**Routing congestion map**

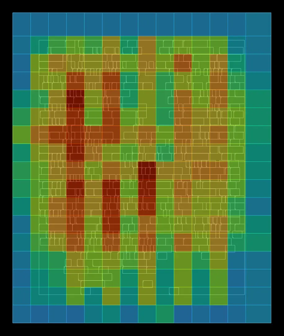
**Wire density map**

Scale: 3 px per um. 20 x 24 tiles, from white (low) to dark blue (high), scaled to the fullest tile. Values are wire area over tile area, all layers added.
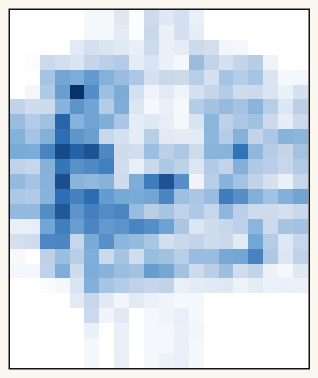
**Logic cells by family**

Scale: 4 px per um.
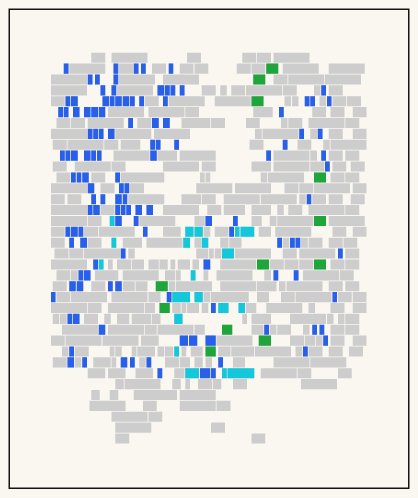
**Clock network drawn from the DEF**

Scale: 3 px per um.
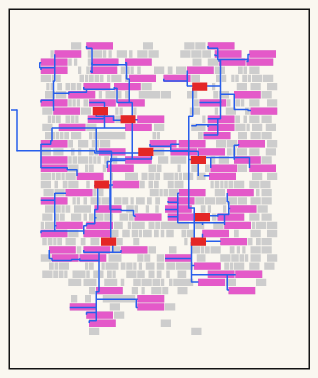
**Close-up of the layout**

Window x 35 to 65, y 21 to 51 um. Cells in grey, sequential cells in the stronger grey; small squares are vias.
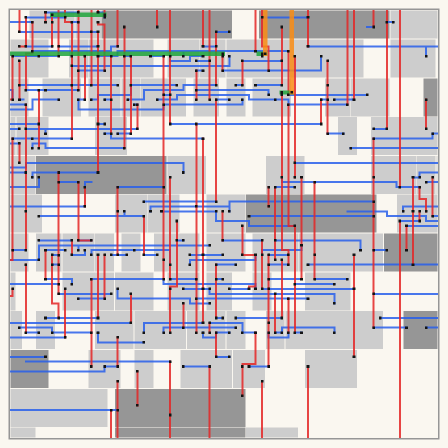
==> config.mk <==
export PLATFORM = sky130hd
export DESIGN_NAME = ram8_seq_ctrl
export DESIGN_NICKNAME = d
export VERILOG_FILES = /design/src/rtl/ram8_seq_pkg.sv /design/src/rtl/ram8_seq_ctrl.sv
export SDC_FILE = /design/constraint.sdc
export NUM_CORES = 1
export LEC_CHECK = 0
export CORE_ASPECT_RATIO = 1.25
export CORE_MARGIN = 10
export CORE_UTILIZATION = 50
export CTS_CLUSTER_SIZE = 28
export DETAILED_ROUTE_END_ITERATION = 7
export PLACE_DENSITY = 0.92
export SLEW_MARGIN = 20
export SYNTH_ARGS = -nofsm -noshare
export SYNTH_HDL_FRONTEND = slang
export SYNTH_SLANG_ARGS = --single-unit
==> constraint.sdc <==
create_clock -name clk -period 3.43 [get_ports clk]
set_clock_uncertainty 0.1 [all_clocks]
set_input_delay 0.8575 -clock clk [delete_from_list [all_inputs] [get_ports clk]]
set_output_delay 0.8575 -clock clk [all_outputs]
set_load 0.02 [all_outputs]
==> results.txt <==
Physical implementation status

Of the total power, registers draw 0.377. Walking the critical path from launch to capture passes 3 cell instances. The worst-margin pin slew stands at around 700 ps. The clock-pin transition on the worst setup and hold timing paths stands at about 90 ps. Hold is met by 377 ps. The final critical delay including setup and external delays stands at between 2000 and 3000 ps. After routing the design area is slightly above 5000 sq um.

The count of H-tree levels built during CTS stands at 3. According to the floorplan report, the die width is about 100 um. TritonCTS built the clock tree. For this run, the chip area from Yosys synthesis comes to 3950 sq um. In this run, the synthesized area fraction spent on and/or/nand/nor cells is recorded as 0.182. After detailed routing, the met3 layer carries 942 um of wire. The total tool warning count stands at 30. The clock passes through at most 2 buffers.

The number of nets in the synthesized netlist is 448. The net count of the finished layout is about 530. The number of warning messages in the yosys log stands at 0. The worst setup path is of the reg2out kind. The fraction of synthesized area in multiplexers stands at 0.0748. The wire length of the first global-routing pass stands at 16900 um. The number of maximum-capacitance constraint violations stands at 0. The number of well taps stands at ~95. The half-perimeter wire length after detailed placement stands at 7320 um.

The final timing report gives a worst setup slack of 437 ps. The most common logic cells in the final layout are 94 x clkdlybuf4s50_1, 89 x nand2_1, 84 x dfrtp_1. The core utilization before placement stands at 0.510. The pre-CTS worst setup slack stands at 680 ps. The combined area of the multi-input logic cells stands at about 1600 sq um. The flow ran to the end, and the final reports show no timing, DRC or antenna violations. In this run the critical path is formed by nor3_1 > inv_1 > clkdlybuf4s50_1. The largest fanout on the critical path stands at 15.

The number of cells reported by Yosys stat comes to between 300 and 400. Setup repair after global routing left no endpoint under its margin. The combinational group power stands at 1920 uW.

In this run, the synthesized area fraction spent on AND-OR/OR-AND gates is recorded as 0.121. Measured on the final layout, buffering overhead outside the clock network stands at 0.197. The core region is just under 8000 sq um. The instance count after placement with tap cells included stands at 562. The share of post-route cells with drive strength above 1 stands at 0.0704.

The type recorded for the worst min-delay path is reg2reg. The synthesis run shows the most used standard cells to be 89 x nand2_1, 84 x dfrtp_1, 34 x nand3_1. STA classifies the critical path startpoint as a flop. In this run the cell area measured after placement is 4910 sq um. The count of distinct cell types in the synthesized netlist stands at 48. The internal reg-to-reg setup slack stands at 950 ps.
Back to the opening pictures, 'routing congestion map':
Routed WL per cell: 17.5 um
met2 Resource Use GR: 0.268
met1 track demand over resource in global routing: 0.214
global-route usage over all layers: 0.171

Back to the opening pictures, 'wire density map':
densest ninth of the die	middle left
emptiest ninth of the die	lower right
fullest tile	0.58
nearly empty tiles	23%
number of vias after detailed routing: 3190
wirelength, routed: 10100 um

Back to the opening pictures, 'logic cells by family':
colour	family	cells
cyan	NOR gates	20
blue	NAND gates	127
green	AND-OR and OR-AND gates	12
combinational share of cell area: 0.315
Finished Layout Cells: 578
commonest non-fill, non-tap cell in the layout: clkdlybuf4s50_1

Back to the opening pictures, 'clock network drawn from the DEF':
[red] cells driving clock nets | count: 9
[blue] clock wires | length: 886 um
[magenta] flip-flops | count: 84
routed clock nets	10
power in the clock group: 800 uW
clk_lat worst skew: 350 ps

Back to the opening pictures, 'close-up of the layout':
colour	layer
red	met2
green	met3
orange	met4
blue	met1
sequential cells in the window	5
cells with their middle in the window	64
most frequent	nand2_1 (6), a21oi_1 (5), dfrtp_1 (5)

Power figures rest on the tool's default switching activity, not on a simulated workload.
